==> src/rtl/pipe_ctrl_pkg.sv <==
// Shared pipeline-control constants: FSM state encoding, interrupt drain depth and
// the saturating increment used by the optional performance counters.
package pipe_ctrl_pkg;

    typedef enum logic [2:0] {
        StRun   = 3'd0,
        StFlush = 3'd1,
        StDrain = 3'd2,
        StVec   = 3'd3,
        StHalt  = 3'd4
    } state_e;

    localparam logic [1:0] DrainDepth = 2'd2;
    localparam int unsigned PerfWidth = 16;

    function automatic logic [PerfWidth-1:0] sat_inc(input logic [PerfWidth-1:0] v);
        return (&v) ? v : v + PerfWidth'(1);
    endfunction

endpackage

==> src/rtl/loaduse_det.sv <==
// Load-use hazard comparator: the ID instruction reads the register a load in EX
// is about to write.
module loaduse_det (
    input  logic       mem_read,
    input  logic [1:0] rd,
    input  logic [1:0] rs,
    input  logic [1:0] rt,
    input  logic       use_rs,
    input  logic       use_rt,
    output logic       hazard
);

    assign hazard = mem_read && ((use_rs && (rs == rd)) || (use_rt && (rt == rd)));

endmodule

==> src/rtl/pipe_ctrl.sv <==
// Pipeline hazard, branch-flush, interrupt and halt controller.
// Define PIPE_CTRL_PERF_EN to add the StallCnt/FlushCnt performance counters.
module pipe_ctrl
    import pipe_ctrl_pkg::*;
(
    input  logic       clk,
    input  logic       rst_n,
    input  logic       MemRead_EX,
    input  logic [1:0] Rd_EX,
    input  logic [1:0] Rs_ID,
    input  logic [1:0] Rt_ID,
    input  logic       UseRs_ID,
    input  logic       UseRt_ID,
    input  logic       BranchTaken_EX,
    input  logic       Halt_ID,
    input  logic       IntReq,
    input  logic       MemBusy,
    output logic       PC_Write,
    output logic       IF_ID_Write,
    output logic       IF_ID_Flush,
    output logic       ID_EX_Flush,
    output logic       Pipe_Freeze,
    output logic       IntVecSel,
    output logic       Int_Ack,
    output logic [2:0] State
`ifdef PIPE_CTRL_PERF_EN
    ,
    output logic [PerfWidth-1:0] StallCnt,
    output logic [PerfWidth-1:0] FlushCnt
`endif
);

    state_e     state_q, state_d;
    logic [1:0] cnt_q, cnt_d;
    logic       lu_q, lu_d;
    logic       lu_hit, lu_fire;

    loaduse_det u_loaduse_det (
        .mem_read (MemRead_EX),
        .rd       (Rd_EX),
        .rs       (Rs_ID),
        .rt       (Rt_ID),
        .use_rs   (UseRs_ID),
        .use_rt   (UseRt_ID),
        .hazard   (lu_hit)
    );

    // The EX slot right after a load-use stall always holds the inserted bubble,
    // so a second stall there would be spurious.
    assign lu_fire = rst_n && !MemBusy && (state_q == StRun) && !BranchTaken_EX && !IntReq
                     && lu_hit && !lu_q;

    always_comb begin
        state_d     = state_q;
        cnt_d       = cnt_q;
        lu_d        = lu_q;
        PC_Write    = 1'b1;
        IF_ID_Write = 1'b1;
        IF_ID_Flush = 1'b0;
        ID_EX_Flush = 1'b0;
        Pipe_Freeze = 1'b0;
        IntVecSel   = 1'b0;
        Int_Ack     = 1'b0;
        if (!rst_n) begin
            // Outputs stay at the RUN defaults; the register block does the reset.
        end else if (MemBusy) begin
            Pipe_Freeze = 1'b1;
            PC_Write    = 1'b0;
            IF_ID_Write = 1'b0;
        end else begin
            lu_d = lu_fire;
            unique case (state_q)
                StRun: begin
                    if (BranchTaken_EX) begin
                        IF_ID_Flush = 1'b1;
                        ID_EX_Flush = 1'b1;
                        state_d     = StFlush;
                    end else if (IntReq) begin
                        PC_Write    = 1'b0;
                        IF_ID_Flush = 1'b1;
                        cnt_d       = DrainDepth;
                        state_d     = StDrain;
                    end else if (lu_fire) begin
                        PC_Write    = 1'b0;
                        IF_ID_Write = 1'b0;
                        ID_EX_Flush = 1'b1;
                    end else if (Halt_ID) begin
                        state_d = StHalt;
                    end
                end
                StFlush: begin
                    IF_ID_Flush = 1'b1;
                    state_d     = StRun;
                end
                StDrain: begin
                    PC_Write    = 1'b0;
                    IF_ID_Flush = 1'b1;
                    ID_EX_Flush = 1'b1;
                    cnt_d       = cnt_q - 2'd1;
                    if (cnt_q <= 2'd1) begin
                        state_d = StVec;
                    end
                end
                StVec: begin
                    IntVecSel = 1'b1;
                    Int_Ack   = 1'b1;
                    state_d   = StRun;
                end
                StHalt: begin
                    PC_Write    = 1'b0;
                    IF_ID_Write = 1'b0;
                    if (IntReq) begin
                        cnt_d   = DrainDepth;
                        state_d = StDrain;
                    end
                end
                default: state_d = StRun;
            endcase
        end
    end

    always_ff @(posedge clk) begin
        if (!rst_n) begin
            state_q <= StRun;
            cnt_q   <= 2'd0;
            lu_q    <= 1'b0;
        end else begin
            state_q <= state_d;
            cnt_q   <= cnt_d;
            lu_q    <= lu_d;
        end
    end

    assign State = state_q;

`ifdef PIPE_CTRL_PERF_EN
    logic stall_evt, flush_evt;

    assign stall_evt = rst_n && (MemBusy || lu_fire);
    assign flush_evt = rst_n && !MemBusy && (state_q == StRun) && BranchTaken_EX;

    always_ff @(posedge clk) begin
        if (!rst_n) begin
            StallCnt <= '0;
            FlushCnt <= '0;
        end else begin
            if (stall_evt) StallCnt <= sat_inc(StallCnt);
            if (flush_evt) FlushCnt <= sat_inc(FlushCnt);
        end
    end
`endif

endmodule

==> config.mk <==
export PLATFORM = sky130hd
export DESIGN_NAME = pipe_ctrl
export DESIGN_NICKNAME = d
export VERILOG_FILES = /design/src/rtl/pipe_ctrl_pkg.sv /design/src/rtl/loaduse_det.sv /design/src/rtl/pipe_ctrl.sv
export SDC_FILE = /design/constraint.sdc
export NUM_CORES = 1
export LEC_CHECK = 0
export ABC_AREA = 1
export CAP_MARGIN = 30
export CORE_MARGIN = 2
export CORE_UTILIZATION = 37
export DETAILED_ROUTE_END_ITERATION = 8
export GPL_ROUTABILITY_DRIVEN = 0
export HOLD_SLACK_MARGIN = 0.15
export PLACE_DENSITY = 0.76
export SLEW_MARGIN = 5
export SYNTH_ARGS = -nofsm -noshare
export SYNTH_HDL_FRONTEND = slang
export SYNTH_HIERARCHICAL = 1
export SYNTH_SLANG_ARGS = --single-unit
==> constraint.sdc <==
create_clock -name clk -period 1.45 [get_ports clk]
set_input_delay 0.29 -clock clk [delete_from_list [all_inputs] [get_ports clk]]
set_output_delay 0.29 -clock clk [all_outputs]
set_load 0.01 [all_outputs]
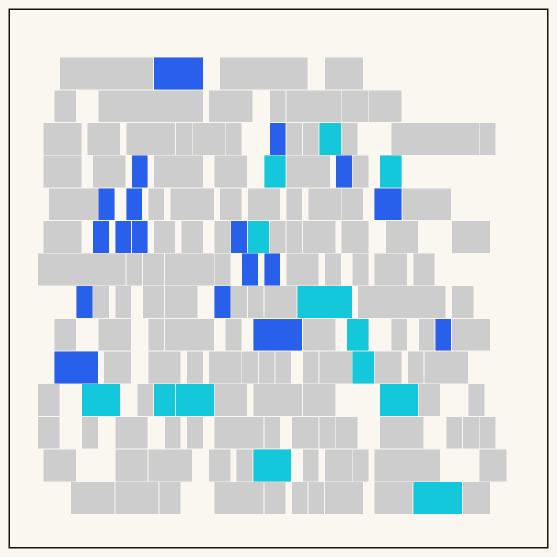
run_1/logic_types.png
Drawn at 12 px/um.
legend:
  cyan:
    family: aoi and oai cells
    cells: 13
    most_used: a21oi_1
  blue:
    family: nor cells
    cells: 18
    most_used: nor2_1
count of non-filler cells in the finished layout: 174
logic share of the area: 41.68%
highest-count logic cell in the final layout: sky130_fd_sc_hd__nand2_1

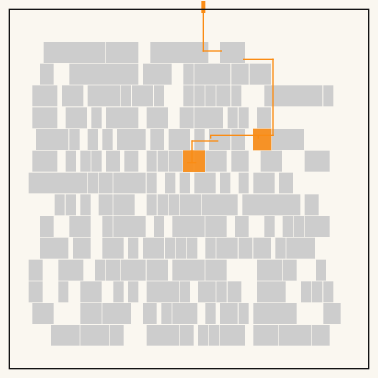
run_1/io_fan.png
Drawn at 8 px/um.
legend:
  orange:
    port: `IntReq`
    direction: input
    edge: north
    end_cells: 3
    wire: 35.9 um
number of I/O pins: 25
count of input and output buffers: 24

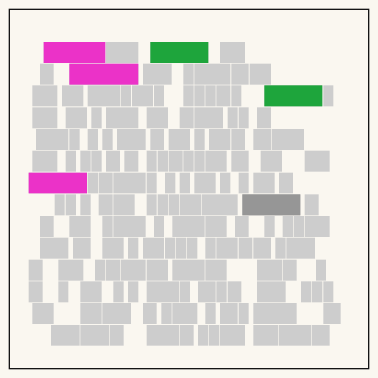
run_1/flops_by_reg.png
Drawn at 8 px/um. Other sequential cells in the stronger grey, the rest of the logic in the fainter grey.
legend:
  magenta:
    netlist_name: `State`
    sequential_cells: 3
  green:
    netlist_name: `cnt_q`
    sequential_cells: 2
not coloured: 1
power attributed to sequential cells: 195 uW
sequential fraction of total cell area: 11.48%

[run 1: timing repair]
item	CTS	global route
setup buffers	1	2
resized	75	22
endpoints found under the setup margin	13	6
pin swaps	14	7
[run 1: power by group]
| group | internal (uW) | leakage (uW) | switching, uW |
|---|---|---|---|
| clock network | 94.3 | 0.0000138 | 70.0 |
| logic | 186 | 0.000559 | 204 |
| registers | 182 | 0.0000502 | 12.4 |
[run 1: routing by layer]
metal  routed length, um  vias to the layer above  GRT usage [%]
met5                   0                        -              0
met4                  27                        0          4.848
met3                 102                        2          6.000
met2                1056                       20          40.00
met1                 897                      402          23.77
li1                    -                      433              -
[run 1: layout make-up]
class / instances / area [sq um] / area share [%]
Timing Repair Buffer: 48 / 379.1 / 34.79
Inverter: 23 / 88.84 / 8.152
Clock buffer: 3 / 22.52 / 2.067
Multi-Input combinational cell: 78 / 454.2 / 41.68
Tap cell: 16 / 20.02 / 1.837
Sequential cell: 6 / 125.1 / 11.48
[run 1: worst min-delay path, cell delays in order]
cell,delay [ns]
sky130_fd_sc_hd__clkbuf_2,0.12
sky130_fd_sc_hd__buf_6,0.15
sky130_fd_sc_hd__nand2_1,0.06
sky130_fd_sc_hd__nor2_1,0.03
[run 1: sequential cells by signal (all words and copies together) (netlist names)]
signal / count
State: 3
cnt_q: 2
lu_q: 1
[run 1: placed cells by master (no fill, tap or decap), drive strengths merged]
cell	n
nand2	31
a21boi	1
dfxtp	6
or2	1
nor2	17
a31oi	1
clkdlybuf4s50	1
o21ai	4
nand3	13
dlygate4sd2	8
nor3	1
ha	1
clkbuf	5
a21oi	7
buf	37
nand4	1
inv	23
[run 1: metrics by stage]
stage | power, uW | hold slack [ns] | util, % | setup slack (ns)
after floorplan | 375.4 | 0.4462 | - | -0.02316
after global placement | 561.8 | 0.4665 | 66.91 | -1.015
after detailed placement | 570.6 | 0.4715 | 66.91 | -1.079
after CTS | 718.0 | 0.4800 | 66.34 | -0.3424
after global routing | 803.8 | 0.4366 | 71.51 | -0.3557
final | 749.6 | 0.4368 | 71.51 | -0.2584
[run 1: cell families after synthesis]
logic type               share of synthesized area [%]
AND-OR/OR-AND                                    13.04
AND/OR/NAND/NOR                                  48.88
buffers and inverters                            16.50
adder cells (fa/ha/maj)                          2.036
flip-flops                                       19.55
[run 1: worst paths after layout]
kind / endpoint
max: PC_Write
min reg2reg: lu_q$_SDFFE_PN0N_
max reg2reg: cnt_q[0]$_SDFFE_PN0P_
min: State[0]$_SDFFE_PN0P_
==> results.env, run 1 <==
LEAKAGE_uW=0.0006234
FAILED_CHECKS='negative setup slack'
FINAL_MAX_SLEW_VIOL_COUNT=0
DETAILED_PLACE_HPWL_UM=1576
ANT_NETS=0
ROUTED_WL_UM=2083
POST_SYNTH_MAIN_AREA_CONTRIBUTORS='sky130_fd_sc_hd__dfxtp_1 20%, sky130_fd_sc_hd__nand2_1 16%, sky130_fd_sc_hd__inv_1 10%'
TIMING.REG2REG.WORST_PATH_DEPTH=10
FINISH.INSTANCE_AREA_SQ_UM=1090
SYNTHMOSTINSTANTIATEDCELL='sky130_fd_sc_hd__nand2_1'
SETUP_WS_NS=-0.2584
SOURCE_OF_THE_WORST_REGISTER_TO_REGISTER_TIMING_PATH='State[1]$_SDFFE_PN0P_'
AVGVIACOUNTPERCELL=4.925
ANTENNA-DIODE-COUNT=0
OUTCOME='finished, violations left'
FINALSETUPVIOLATIONS=3
CLOCK_TREE.BUFFER_DEPTH=2
YOSYSCHIPAREA_SQ_UM=614.3
GROUTE.USAGE.OVERALL_PCT=21.45
POST_SYNTH_INSTANCE_AREA_SQ_UM=614.3
CRITICAL_PATH_REQUIRED_NS=1.16
VIAS=857
RRSETUPSLACK_NS=0.16
CTS.HTREE.LEVELS=1
DR.FIRST_ITER.DRC_COUNT=8
NUM-FILL-CELLS=150
INSERTION_DELAY_NS=0.25
CRITICAL_PATH_CLASS='in2out'
CLK_ROOT_BUFFER_CELL='sky130_fd_sc_hd__clkbuf_4'
run_1/clocks.png
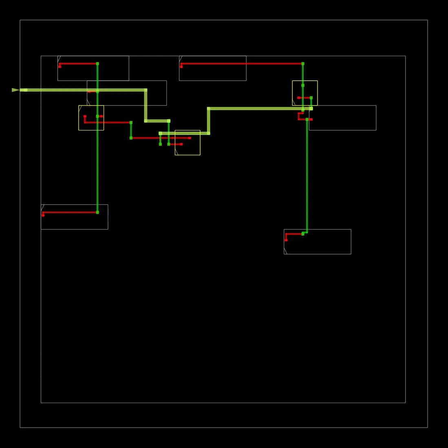

==> run 2: changes to the inputs <==
--- a/config.mk
+++ b/config.mk
@@ -13,6 +13,7 @@
 export GPL_ROUTABILITY_DRIVEN = 0
 export HOLD_SLACK_MARGIN = 0.15
 export PLACE_DENSITY = 0.76
+export SETUP_SLACK_MARGIN = 0.15
 export SLEW_MARGIN = 5
 export SYNTH_ARGS = -nofsm -noshare
 export SYNTH_HDL_FRONTEND = slang
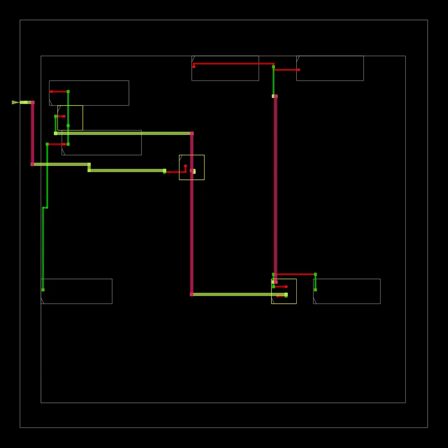
run_2/clocks.png
final setup skew: 0.01248 ns
# clk buffers: 3
Flop Count: 6
clock network power consumption: 175 uW
Num CTS Buffers: 3

==> run 2 against run 1 <==
Net effect:
- the flow still finishes with violations (negative setup slack)
- combinational power is 19% higher
- sequential cell count stayed put
- worst hold slack worse by 0.017 ns
- die area stayed put
- critical endpoint is now ID_EX_Flush
==> results.env, run 2 <==
LAY_TOP_COUNT='sky130_fd_sc_hd__buf_4'
BOUNDARYPINS=25  # unchanged
CTS.HTREE.LEVELS=1  # unchanged
DETAILEDPLACE.WORSTSLACK_NS=-1.155  # -0.07576 ns
YOSYSCHIPAREA_SQ_UM=614.3  # unchanged
BUFFER_PORTS.INSERTED=24  # unchanged
SYNTHMOSTINSTANTIATEDCELL='sky130_fd_sc_hd__nand2_1'
SWITCHING_SHARE_PCT=39.92  # +1.7 points
FINALSETUPVIOLATIONS=6  # +3
RRSETUPSLACK_NS=-0.10  # -0.26 ns
VIAS=966  # +13%
CRITICAL_PATH_REQUIRED_NS=1.16  # about the same
DETAILED_PLACE_HPWL_UM=1636  # +3.7%
TIMING.REG2REG.WORST_PATH_DEPTH=13  # +3
OUTCOME='finished, violations left'
WORSTREG2REGEND='State[0]$_SDFFE_PN0P_'
WL_MET3_UM=173  # +70%
POWER_FRAC_SEQ_PCT=23.8  # -2.2 points
DETAILROUTE.WIRELENGTH.MET2_UM=1284  # +22%
INSERTION_DELAY_NS=0.27  # +0.02 ns
GROUTE.USAGE.OVERALL_PCT=28.54  # +7.1 points
CRITICAL_PATH_CLASS='in2out'
LEAKAGE_uW=0.0006950  # +11%
WL_MET1_UM=1132  # +26%
COUNT_OF_NON_FILLER_CELLS_IN_THE_FINISHED_LAYOUT=184  # +5.7%
POST_SYNTH_MAIN_AREA_CONTRIBUTORS='sky130_fd_sc_hd__dfxtp_1 20%, sky130_fd_sc_hd__nand2_1 16%, sky130_fd_sc_hd__inv_1 10%'
SETUP_WS_NS=-0.3364  # -0.07806 ns
AVGVIACOUNTPERCELL=5.250  # +6.6%
FAILED_CHECKS='negative setup slack'
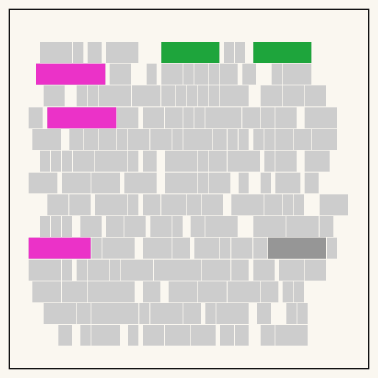
run_2/flops_by_reg.png
Drawn at 8 px/um. Other sequential cells in the stronger grey, the rest of the logic in the fainter grey.
legend:
  magenta:
    netlist_name: `State`
    sequential_cells: 3
  green:
    netlist_name: `cnt_q`
    sequential_cells: 2
not coloured: 1
sequential cell area: 128.9 sq um
sequential fraction of total cell area: 10.19%
power attributed to sequential cells: 201 uW
final core area utilization: 83.00%

## run 2: cell counts after synthesis
Identical to the previous run, type by type.
## run 2: cells by family (layout without fill, tap and decap cells)
logic type                 after synthesis  count (layout)  share of synthesized area (%)
and+or+nand+nor                         64              64                          48.88
buffers and inverters                   25              84                          16.50
AOI/OAI and AO/OA                       13              13                          13.04
DFF                                      6               6                          19.55
adders and majority gates                1               1                          2.036
## run 2: layout make-up
cell class | instances | area (sq um)
Timing Repair Buffer | 58 | 489.2
Clock buffer | 3 | 22.52
Sequential cell | 6 | 128.9
Multi-Input combinational cell | 78 | 498.0
Tap cell | 16 | 20.02
Fill cell | 91 | 259.0
Inverter | 23 | 106.4
## run 2: worst max-delay path by stage
stage,startpoint,to,slack [ns],cells after the start
floorplan,Rd_EX[1],ID_EX_Flush,0.01,11
global placement,Rd_EX[1],ID_EX_Flush,-1.09,14
detailed placement,Rd_EX[1],ID_EX_Flush,-1.15,14
CTS,Rd_EX[1],ID_EX_Flush,-0.37,14
global route,Rs_ID[1],ID_EX_Flush,-0.41,12
finish,Rd_EX[1],ID_EX_Flush,-0.34,14
## run 2: timing repair
action                     4_1_cts  5_1_grt
hold endpoints to repair         0        0
gates resized                   96       18
pin swaps                       24       18
buffers inserted                 7        2
gates cloned                     0        0
setup endpoints to repair       14       12
## run 2: per-layer routing
metal / GRT usage (%) / up-vias
met3: 6.000 / 11
li1: - / 459
met5: 0 / -
met1: 34.89 / 448
met4: 9.697 / 0
met2: 49.28 / 48
## run 2: power groups by stage
stage / clock [uW] / combinational [uW] / sequential, uW
CTS: 175 / 417 / 200
finish: 175 / 466 / 201
detailed placement: 0 / 393 / 198
floorplan: 0 / 175 / 206
global route: 182 / 498 / 203
global placement: 0 / 381 / 197
## run 2: stage by stage
stage / total power (uW) / TNS [ns]
after floorplan: 380.8 / 0
after global placement: 578.1 / -7.419
after detailed placement: 591.4 / -7.837
after CTS: 792.6 / -1.815
after global routing: 883.0 / -2.401
final: 842.5 / -1.908
## run 2: worst max-delay path: stages
cell and delay, ns:
sky130_fd_sc_hd__buf_6 0.10, sky130_fd_sc_hd__buf_6 0.12, sky130_fd_sc_hd__inv_12 0.05, sky130_fd_sc_hd__nand2_2 0.05
sky130_fd_sc_hd__nand2_2 0.05, sky130_fd_sc_hd__nand3_2 0.06, sky130_fd_sc_hd__a21oi_2 0.15, sky130_fd_sc_hd__nand2_2 0.09
sky130_fd_sc_hd__nor2_4 0.10, sky130_fd_sc_hd__nand2_2 0.08, sky130_fd_sc_hd__nand2_1 0.06, sky130_fd_sc_hd__nand2_1 0.05
sky130_fd_sc_hd__a21oi_2 0.10, sky130_fd_sc_hd__buf_2 0.13
run_2/io_fan.png
Drawn at 8 px/um.
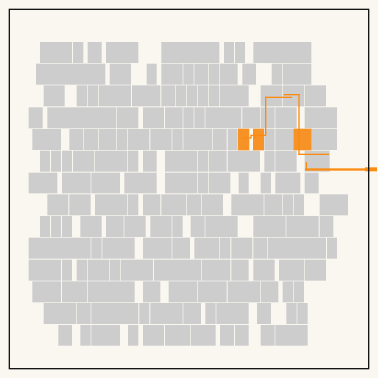

==> run 3: changes to the inputs <==
--- a/config.mk
+++ b/config.mk
@@ -12,7 +12,7 @@
 export DETAILED_ROUTE_END_ITERATION = 8
 export GPL_ROUTABILITY_DRIVEN = 0
 export HOLD_SLACK_MARGIN = 0.15
-export PLACE_DENSITY = 0.76
+export PLACE_DENSITY = 0.81
 export SETUP_SLACK_MARGIN = 0.15
 export SLEW_MARGIN = 5
 export SYNTH_ARGS = -nofsm -noshare
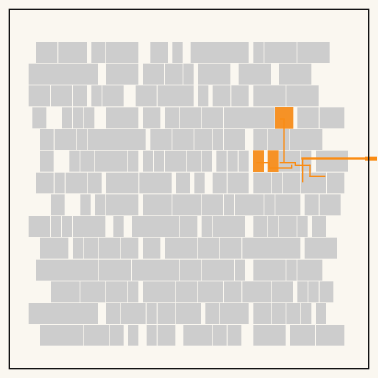
run_3/io_fan.png
Drawn at 8 px/um.
legend:
  orange:
    port: `IntReq`
    direction: input
    edge: east
    end_cells: 3
    wire: 29.2 um

==> run 3 against run 2 <==
Net effect:
- the flow still finishes with violations (negative setup slack)
- clock power about the same
- non-clock buffer count up 5
- via count up 5.7%
- power up 8.8%
- die area unchanged
- clock-buffer cell count unchanged
- critical path depth unchanged
- largest cell class unchanged
- largest power group unchanged
- highest routed layer unchanged
==> results.env, run 3 <==
FAILED_CHECKS='negative setup slack'
CTS.SINK_COUNT=6
CTS_INSERTED_BUFFERS=3  # unchanged
BUFFER_PORTS.INSERTED=24  # unchanged
CRITICAL_PATH.SLOWEST_CELL='sky130_fd_sc_hd__a21oi_2'
GROUTE.USAGE.OVERALL_PCT=31.61  # +3.1 points
POST_SYNTH_MAIN_AREA_CONTRIBUTORS='sky130_fd_sc_hd__dfxtp_1 20%, sky130_fd_sc_hd__nand2_1 16%, sky130_fd_sc_hd__inv_1 10%'
ANTENNA_FOUND_INITIAL=0
AVGVIACOUNTPERCELL=5.402  # +2.9%
FINAL_MAX_SLEW_VIOL_COUNT=0
LAY_TOP_COUNT='sky130_fd_sc_hd__buf_4'
DETAILED_PLACE_HPWL_UM=1738  # +6.3%
CRITICAL_PATH.N_BUFFERS_INVERTERS=4  # unchanged
ANTENNA-DIODE-COUNT=0
TIMING.CRITICAL_PATH.CELLS='buf_8, buf_6, inv_12, nand2_4, nand2_2, nand3_2, a21oi_2, nand2_2, nor2_4, nand2_2, nand2_2, nand2_2, a21oi_2, buf_2'
YOSYSCHIPAREA_SQ_UM=614.3  # unchanged
FINALSETUPVIOLATIONS=7  # +1
CRIT_TOP_CELL='sky130_fd_sc_hd__nand2_2'
RRSETUPSLACK_NS=-0.15  # -0.05 ns
OUTCOME='finished, violations left'
GRT.OVERFLOW.TOTAL=0
SETUP_WS_NS=-0.4293  # -0.09291 ns
CRITICAL_PATH_REQUIRED_NS=1.16  # about the same
CTS.HTREE.LEVELS=1  # unchanged
TIMING.REG2REG.WORST_PATH_DEPTH=13  # unchanged
SYNTHMOSTINSTANTIATEDCELL='sky130_fd_sc_hd__nand2_1'
POWER_uW=917.1  # +8.8%
CRIT_CELLS=14  # unchanged
START_KIND='input pin'
BOUNDARYPINS=25  # unchanged
WORST_PATH_DOMINANT_CELL_FAMILY='simple AND/OR/NAND/NOR gates'
YOSYS-TOP-CELLS-COUNT='27 x sky130_fd_sc_hd__nand2_1, 17 x sky130_fd_sc_hd__inv_1, 16 x sky130_fd_sc_hd__nor2_1, 9 x sky130_fd_sc_hd__nand3_1'
WORSTREG2REGEND='State[0]$_SDFFE_PN0P_'
DETAILEDPLACE.WORSTSLACK_NS=-1.204  # -0.04981 ns
DELAY_OF_THE_SLOWEST_CELL_ON_THE_WORST_PATH_NS=0.17  # +0.02 ns
VIAS=1021  # +5.7%
MAX_CAP_VIOL_COUNT=0
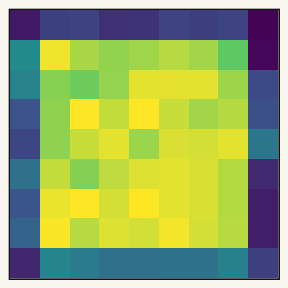
run_3/cell_density.png
Drawn at 6 px/um. The die is cut into 9 by 9 equal tiles; dark purple is low, yellow is high, 0 to 100% covered.
nearly empty tiles: 2.5%
densest ninth of the die: centre
mean over tiles: 65%
fullest tile: 100%
emptiest ninth of the die: north-east
final core area utilization: 86.54%
Placeable Area: 1524 sq um

## run 3: cell counts after synthesis
Identical to the previous run, type by type.
## run 3: layout make-up
cell class / count / area [sq um]
tap: 16 / 20.02
multi-input combinational: 78 / 518.0
clock buffer: 3 / 22.52
fill: 88 / 205.2
timing repair buffer: 63 / 518.0
inverter: 23 / 111.4
sequential: 6 / 128.9
## run 3: worst register-to-register path, stage by stage (launching register included)
cell,delay (ns)
sky130_fd_sc_hd__dfxtp_1,0.29
sky130_fd_sc_hd__inv_1,0.08
sky130_fd_sc_hd__nand2_2,0.09
sky130_fd_sc_hd__buf_4,0.15
sky130_fd_sc_hd__buf_6,0.11
sky130_fd_sc_hd__buf_6,0.10
sky130_fd_sc_hd__buf_6,0.10
sky130_fd_sc_hd__buf_6,0.10
sky130_fd_sc_hd__inv_2,0.06
sky130_fd_sc_hd__nand2_2,0.05
sky130_fd_sc_hd__a21oi_2,0.15
sky130_fd_sc_hd__nor2_2,0.07
sky130_fd_sc_hd__nor2_1,0.09
sky130_fd_sc_hd__nor2_1,0.05
## run 3: power breakdown
| group | switching, uW | internal (uW) | leakage [uW] | total, uW |
|---|---|---|---|---|
| clock network | 80.3 | 95.0 | 0.0000138 | 175 |
| logic | 274 | 266 | 0.000656 | 540 |
| registers | 19.2 | 183 | 0.0000509 | 202 |
| total | 373 | 544 | 0.000721 | 917 |
## run 3: worst max-delay path by stage
| stage | start | slack [ns] | endpoint |
|---|---|---|---|
| floorplan | Rd_EX[1] | 0.01 | ID_EX_Flush |
| global placement | Rd_EX[1] | -1.10 | ID_EX_Flush |
| detailed placement | Rd_EX[1] | -1.20 | ID_EX_Flush |
| CTS | Rd_EX[1] | -0.37 | ID_EX_Flush |
| global route | Rd_EX[1] | -0.52 | ID_EX_Flush |
| finish | Rd_EX[1] | -0.43 | ID_EX_Flush |
## run 3: metrics by stage
step           TNS [ns]  hold WS (ns)  instance area [sq um]  std cells  util, %
2_1_floorplan         0        0.4462                  643.1        109        -
3_3_place_gp     -7.193        0.4683                   1069        171    70.11
3_5_place_dp     -8.057        0.4737                   1069        171    70.11
4_1_cts          -1.991        0.4659                   1229        182    80.62
5_1_grt          -3.038        0.4282                   1319        189    86.54
6_report         -2.561        0.4199                   1319        189    86.54
## run 3: metal layers
layer / global-route usage [%] / part of all wire (%) / wire (um)
met1: 35.87 / 40 / 1228
met2: 55.07 / 49 / 1498
met3: 8.000 / 7.5 / 229
met4: 14.55 / 3.4 / 104
met5: 0 / 0 / 0
## run 3: cells by family after synthesis
kind of cell,Yosys count,synth area share [%]
flops,6,19.55
buf+inv,25,16.50
simple gates,64,48.88
fa+ha+maj,1,2.036
compound gates,13,13.04
## run 3: what timing repair did
| action | CTS | global route |
|---|---|---|
| endpoints found under the setup margin | 15 | 15 |
| pin swaps | 21 | 22 |
| gates resized | 100 | 27 |
| setup buffers | 8 | 7 |
Power and IR drop assume default switching activity.
